### Cell area per tile

The die is cut into 9 by 9 equal tiles; white is low, dark blue is high, 0 to 100% covered.
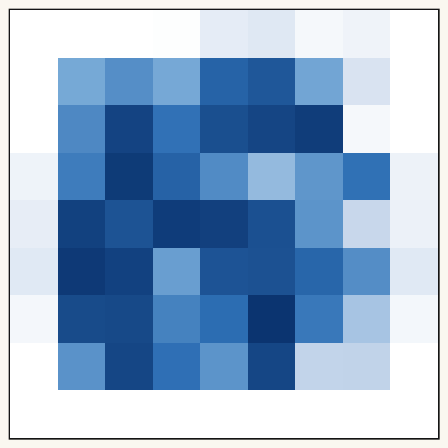
### A small window of the routed layout

Window x 24 to 44, y 24 to 44 um. Cells in grey, sequential cells in the stronger grey; small squares are vias.
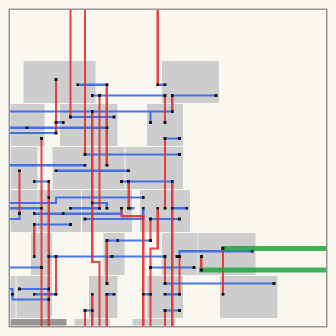
### Cell placement

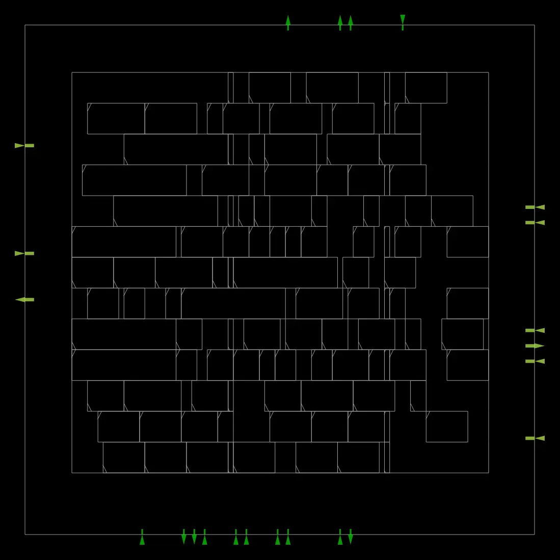
### Cell sizes after repair

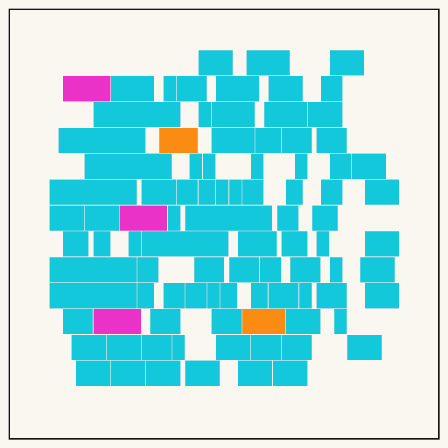
### Pin placement

Bar = 10 um. Pins as bars across the die edge, other pins in grey.
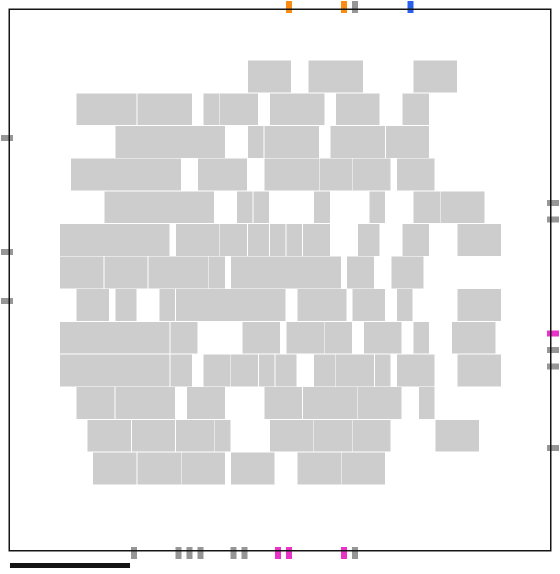
**src/rtl/sync_counter_ctrl.sv**
```systemverilog
// sync_counter_ctrl: sequencing controller around a WIDTH-bit synchronous
// T-flip-flop counter. It adds start/stop/pause control, up/down counting, a
// programmable load value and terminal count, and one-shot or auto-reload
// operation. Other blocks use it as a programmable interval timer.
//
// Ports:
//   clk          rising-edge clock
//   rst          asynchronous active-low reset
//   start        begin a run from IDLE or DONE (loads load_val)
//   stop         abort the run and return to IDLE (highest priority)
//   pause        freeze the count while high (RUN/HOLD)
//   dir          1 = count up, 0 = count down (sampled every cycle)
//   auto_reload  1 = reload and continue at terminal count, 0 = one-shot
//   load_val     value loaded on start and on reload
//   tc_val       terminal count value
//   q            registered count
//   state        IDLE=0, RUN=1, HOLD=2, DONE=3
//   busy         high in RUN or HOLD
//   done         one-cycle registered pulse at terminal count
module sync_counter_ctrl #(
  parameter int unsigned WIDTH = 4
) (
  input  logic             clk,
  input  logic             rst,
  input  logic             start,
  input  logic             stop,
  input  logic             pause,
  input  logic             dir,
  input  logic             auto_reload,
  input  logic [WIDTH-1:0] load_val,
  input  logic [WIDTH-1:0] tc_val,
  output logic [WIDTH-1:0] q,
  output logic [1:0]       state,
  output logic             busy,
  output logic             done
);

  typedef enum logic [1:0] {
    ST_IDLE = 2'd0,
    ST_RUN  = 2'd1,
    ST_HOLD = 2'd2,
    ST_DONE = 2'd3
  } state_e;

  state_e           state_q, state_d;
  logic [WIDTH-1:0] cnt_q, cnt_d;
  logic [WIDTH-1:0] tgl;
  logic [WIDTH-1:0] cnt_step;
  logic             done_q, done_d;
  logic             rld_q, rld_d;

  // T-flip-flop toggle enables: bit i toggles when all lower bits are 1
  // (up) or all lower bits are 0 (down).
  always_comb begin
    tgl = '0;
    for (int unsigned i = 0; i < WIDTH; i++) begin
      logic en;
      en = 1'b1;
      for (int unsigned j = 0; j < i; j++) begin
        en = en & (dir ? cnt_q[j] : ~cnt_q[j]);
      end
      tgl[i] = en;
    end
  end

  assign cnt_step = cnt_q ^ tgl;

  // Terminal count in auto-reload mode is split over two edges: the first
  // pulses done and holds q at tc_val, the second (rld_q set) loads
  // load_val. This keeps q at tc_val for one cycle, gives a reload period
  // of (distance + 2) cycles, and makes done alternate when load == tc.
  always_comb begin
    state_d = state_q;
    cnt_d   = cnt_q;
    done_d  = 1'b0;
    rld_d   = 1'b0;
    unique case (state_q)
      ST_IDLE: begin
        if (!stop && start) begin
          cnt_d   = load_val;
          state_d = ST_RUN;
        end
      end
      ST_RUN: begin
        if (stop) begin
          state_d = ST_IDLE;
        end else if (rld_q) begin
          cnt_d = load_val;
        end else if (cnt_q == tc_val) begin
          done_d = 1'b1;
          if (auto_reload) begin
            rld_d = 1'b1;
          end else begin
            state_d = ST_DONE;
          end
        end else if (pause) begin
          state_d = ST_HOLD;
        end else begin
          cnt_d = cnt_step;
        end
      end
      ST_HOLD: begin
        if (stop) begin
          state_d = ST_IDLE;
        end else if (!pause) begin
          state_d = ST_RUN;
        end
      end
      ST_DONE: begin
        if (stop) begin
          state_d = ST_IDLE;
        end else if (start) begin
          cnt_d   = load_val;
          state_d = ST_RUN;
        end
      end
      default: begin
        state_d = ST_IDLE;
      end
    endcase
  end

  always_ff @(posedge clk or negedge rst) begin
    if (!rst) begin
      state_q <= ST_IDLE;
      cnt_q   <= '0;
      done_q  <= 1'b0;
      rld_q   <= 1'b0;
    end else begin
      state_q <= state_d;
      cnt_q   <= cnt_d;
      done_q  <= done_d;
      rld_q   <= rld_d;
    end
  end

  assign q     = cnt_q;
  assign state = state_q;
  assign done  = done_q;
  assign busy  = (state_q == ST_RUN) || (state_q == ST_HOLD);

endmodule

```
**config.mk**
```make
export PLATFORM = sky130hd
export DESIGN_NAME = sync_counter_ctrl
export DESIGN_NICKNAME = d
export VERILOG_FILES = /design/src/rtl/sync_counter_ctrl.sv
export SDC_FILE = /design/constraint.sdc
export NUM_CORES = 1
export LEC_CHECK = 0
export CORE_MARGIN = 4
export CORE_UTILIZATION = 46
export CTS_BUF_LIST = sky130_fd_sc_hd__clkbuf_8 sky130_fd_sc_hd__clkbuf_16
export DETAILED_ROUTE_END_ITERATION = 12
export GPL_ROUTABILITY_DRIVEN = 0
export PLACE_DENSITY_LB_ADDON = 0.1
export SYNTH_ARGS = -nofsm -noshare
export SYNTH_HDL_FRONTEND = slang
export SYNTH_SLANG_ARGS = --single-unit
export TNS_END_PERCENT = 20
```
**constraint.sdc**
```tcl
create_clock -name clk -period 5.2 [get_ports clk]
set_input_delay 1.04 -clock clk [delete_from_list [all_inputs] [get_ports clk]]
set_output_delay 1.04 -clock clk [all_outputs]
set_load 0.005 [all_outputs]
```
==> impl_metrics.py <==
# Physical implementation metrics
metrics = {
    "outcome": {
        "status": "complete, no violations",
    },
    "global_route": {
        "grt_start_max_net_pins": 13,
        "globalRouteMet3Util_pct": 3.59,
        "grt_busiest_layer": "met1",
        "antenna_violations_before_repair": 0,
        "globalRouteOverflowTotal": 0,
        "grt_pass1_wl_mm": 2.37,
        "use_met1_pct": 22.9,
        "number_of_global_route_vias_before_repair": 553,
        "gr-usage-met2_pct": 22.3,
        "global_route.usage.total_pct": 16.2,
    },
    "timing": {
        "highest_attainable_clock_frequency_mhz": 378,
        "setup_total_negative_slack_ns": 0,
        "timing.clock.skew_ns": 0.00381,
        "whs_ns": 0.509,
        "timing.final.crit_share_pct": 50.9,
        "rsz_0062_raised_after_global_routing": "no",
        "layout_setup_ws_ns": 2.55,
        "maxSlewViolCount": 0,
        "max_slew_margin_pct": 52.5,
        "finalWorstPathRequiredPeriod_ns": 2.65,
        "tightest_slew_ns": 0.712,
        "finalHoldViolations": 0,
        "number_of_endpoints_failing_setup_at_the_final_stage": 0,
    },
    "synthesis": {
        "synth_top_cell_by_area": "sky130_fd_sc_hd__dfrtp_1",
        "synth_dominant_cell_count": "sky130_fd_sc_hd__dfrtp_1",
        "fp_nets": 90,
        "synth-xor-area-share_pct": 8.35,
        "netlist_instances": 69,
        "postSynthAreaPerCell_sq_um": 9.12,
        "edf_count": 0,
        "yosys-top-cells-count": "sky130_fd_sc_hd__dfrtp_1, sky130_fd_sc_hd__nor2_1, sky130_fd_sc_hd__ha_1",
        "flop_cell": "sky130_fd_sc_hd__dfrtp_1",
        "adder_cell_share_of_the_synthesized_area_pct": 11.9,
        "yosysCellCount": 69,
        "mux_share_pct": 0,
        "synthSimpleGateAreaFrac_pct": 19.9,
        "synthTopLogicFamily": "AND-OR/OR-AND gates",
        "synth_area_sq_um": 629,
        "postSynth.asyncResetShare_pct": 100,
        "yosys_area_sq_um": 629,
        "ys_warn_count": 0,
        "synth.yosys.seq_area_share_pct": 31.8,
        "synth.top_cell.area_share_pct": 31.8,
        "synthDistinctLibCells": 29,
        "synth-seq-cells": 8,
        "post_synth_ao_oa_area_fraction_pct": 25.0,
        "synthTopCellsByArea": "sky130_fd_sc_hd__dfrtp_1, sky130_fd_sc_hd__ha_1, sky130_fd_sc_hd__xor2_1",
    },
    "critical_path": {
        "startpoint_type": "input pin",
        "critical_path_peak_fanout": 8,
        "cp_cell_sequence": "clkdlybuf4s50_1 -> xor2_1 -> nor4_2 -> a2111o_1 -> a21oi_1 -> o22a_1",
        "cp_max_stage_delay_ns": 0.51,
        "crit_path_end_kind": "register",
        "cp.arrival_ns": 2.76,
        "worst_path_dominant_cell_family": "AND-OR/OR-AND gates",
        "timing.critical_path.buf_inv": 1,
        "critical_path.slowest_cell": "sky130_fd_sc_hd__nor4_2",
        "critical_path_type": "in -> reg",
        "worst_ep_required_time_ns": 5.31,
    },
    "flow_run": {
        "cap_viol_max_count": 0,
        "warnings": 31,
    },
    "power_and_ir_drop": {
        "power.leakage_nw": 0.385,
        "top_power_group": "combinational cells",
        "switchingPower_uw": 197,
        "power.combinational.total_uw": 302,
        "fin_total_pwr_uw": 499,
        "p_int_uw": 302,
        "clkPwrFrac_pct": 14.5,
        "vdd_ir_drop_max_uv": 374,
        "pwr-share-seq_pct": 25.0,
        "p_per_area_nw_per_um2": 551,
        "powerClk_uw": 72.2,
        "pwr-share-comb_pct": 60.5,
        "seq-power_uw": 125,
        "switching_share_pct": 39.5,
    },
    "clock_tree": {
        "ctsLongestPathBuffers": 2,
        "cts-htree-levels": 1,
        "clk_pin_slew_ns": 0.04,
        "tritoncts": "yes",
        "root_buffer": "sky130_fd_sc_hd__clkbuf_8",
        "post_cts.repair.setup_buffers": 0,
        "tritoncts.num_buffers": 3,
        "ctsHoldBuffers": 0,
        "ctsResizeCount": 0,
        "latest_clock_arrival_within_the_worst_skew_pair_ns": 0.23,
        "cts_sinks": 8,
    },
    "detailed_routing": {
        "drt-wirelength-per-cell_um": 13.1,
        "detail_route.wirelength_mm": 1.42,
        "drt_pass1_iterations": 4,
        "post-route-drc-count": 0,
        "drtIter0Drc": 12,
        "num_vias": 591,
        "antenna_violating_nets_post_route": 0,
        "avgViaCountPerCell": 5.47,
    },
    "placed_design": {
        "hpwlAfterDp_mm": 1.15,
        "numPlacedInstances": 105,
        "placement.io_buffers": 22,
        "dpl-instance-area_sq_um": 865,
        "dpl_worst_slack_ns": 2.32,
    },
    "floorplan": {
        "die_height_um": 45.0,
        "fp_util_pct": 48.4,
        "num_io_pins": 23,
        "dieArea_sq_um": 2020,
        "die_w_um": 45.0,
    },
    "cells_and_area": {
        "drive_above_1_share_pct": 5.38,
        "nNetsFinal": 116,
        "antenna_cells_inserted": 0,
        "final_design_area_no_fill_sq_um": 906,
        "post-route-util_pct": 69.6,
        "post_layout_nonfiller_instances": 108,
        "post_synthesis_to_final_layout_area_growth_pct": 43.9,
    },
    "min_path": {
        "hold_path.class": "reg -> reg",
    },
}
## Picture notes: 'Cell area per tile'
nearly empty tiles: 25%
tiles over 75% full: 30%
densest ninth of the die: centre

## Picture notes: 'A small window of the routed layout'
legend:
  metal 1:
    colour: blue
  metal 2:
    colour: red
  metal 3:
    colour: green
most frequent: clkdlybuf4s50_1 (5), nor2b_1 (2), ha_1 (2)
cells with their middle in the window: 17
sequential cells in the window: 0

## Picture notes: 'Cell placement'
num rows: 13
flop share of the area: 22.1%
Placeable Area: 1300 sq um
fill cell total of the finished layout: 109
Seq Cell Count: 8

## Picture notes: 'Cell sizes after repair'
legend:
  _2 cells:
    colour: orange
    cells: 2
    share: 2.2%
  _6 and larger:
    colour: magenta
    cells: 3
    share: 3.2%
    most_used: clkbuf_8
  _0 and _1 cells:
    colour: cyan
    cells: 88
    share: 95%
    most_used: clkdlybuf4s50_1

## Picture notes: 'Pin placement'
legend:
  state:
    colour: orange
    pins: 2
    direction: output
    edge: north
  pause:
    colour: blue
    pins: 1
    direction: input
    edge: north
  tc_val:
    colour: magenta
    pins: 4
    direction: input
    edge: 3 south, 1 east
all pins by edge: 10 south, 6 east, 4 north, 3 west

==> area by class of cell <==
| cell class | count | area (sq um) | share of cell area [%] |
|---|---|---|---|
| Clock buffer | 3 | 41.3 | 4.56 |
| Inverter | 4 | 15.0 | 1.66 |
| Multi-Input combinational cell | 56 | 410 | 45.3 |
| Sequential cell | 8 | 200 | 22.1 |
| Tap cell | 15 | 18.8 | 2.07 |
| Timing Repair Buffer | 22 | 220 | 24.3 |
==> state kept, by name, indices dropped and copies added, names as in the netlist <==
name and cells:
rld_q 1, q 4, state 2, done 1
==> placed cells by master (no fill, tap or decap) <==
cell | netlist | routed
sky130_fd_sc_hd__clkdlybuf4s50_1 | 0 | 22
sky130_fd_sc_hd__dfrtp_1 | 8 | 8
sky130_fd_sc_hd__nor2_1 | 7 | 7
sky130_fd_sc_hd__ha_1 | 6 | 6
sky130_fd_sc_hd__nor2b_1 | 5 | 5
sky130_fd_sc_hd__xor2_1 | 5 | 5
sky130_fd_sc_hd__nand2_1 | 5 | 5
sky130_fd_sc_hd__inv_1 | 4 | 4
sky130_fd_sc_hd__o22a_1 | 4 | 4
sky130_fd_sc_hd__a21oi_1 | 3 | 3
sky130_fd_sc_hd__clkbuf_8 | 0 | 3
sky130_fd_sc_hd__nand3_1 | 2 | 2
sky130_fd_sc_hd__a31oi_1 | 2 | 2
sky130_fd_sc_hd__nor4_2 | 1 | 1
sky130_fd_sc_hd__nand3b_1 | 1 | 1
sky130_fd_sc_hd__nand2b_1 | 1 | 1
sky130_fd_sc_hd__o21a_1 | 1 | 1
sky130_fd_sc_hd__a2111o_1 | 1 | 1
sky130_fd_sc_hd__o21ai_0 | 1 | 1
sky130_fd_sc_hd__o31ai_1 | 1 | 1
sky130_fd_sc_hd__or3_1 | 1 | 1
sky130_fd_sc_hd__and2_1 | 1 | 1
sky130_fd_sc_hd__a211o_1 | 1 | 1
sky130_fd_sc_hd__o221ai_1 | 1 | 1
sky130_fd_sc_hd__o311ai_1 | 1 | 1
sky130_fd_sc_hd__a211oi_1 | 1 | 1
sky130_fd_sc_hd__o32a_1 | 1 | 1
sky130_fd_sc_hd__o2bb2a_2 | 1 | 1
sky130_fd_sc_hd__xnor2_1 | 1 | 1
sky130_fd_sc_hd__a41oi_1 | 1 | 1
==> routing by layer <==
layer,part of all wire [%],vias to the layer above,wire [um]
met3,5.9,5,84
met5,0,-,0
met2,43,16,611
li1,-,299,-
met4,2.0,0,29
met1,49,271,692
==> path summary, 6_finish.rpt <==
| path | startpoint | to | slack (ns) | cells after the start |
|---|---|---|---|---|
| worst max-delay path | tc_val[1] | q[1]$_DFFE_PN0P_ | 2.55 | 6 |
| worst min-delay path | rld_q$_DFF_PN0_ | rld_q$_DFF_PN0_ | 0.51 | 1 |
| worst max register to register | state[1]$_DFFE_PN0P_ | q[1]$_DFFE_PN0P_ | 3.01 | 6 |
| worst min register to register | rld_q$_DFF_PN0_ | rld_q$_DFF_PN0_ | 0.51 | 1 |
| max in group asynchronous | rst | state[1]$_DFFE_PN0P_ | 3.87 | 1 |
| min in group asynchronous | rst | q[1]$_DFFE_PN0P_ | 1.08 | 1 |
Power figures rest on the tool's default switching activity, not on a simulated workload.
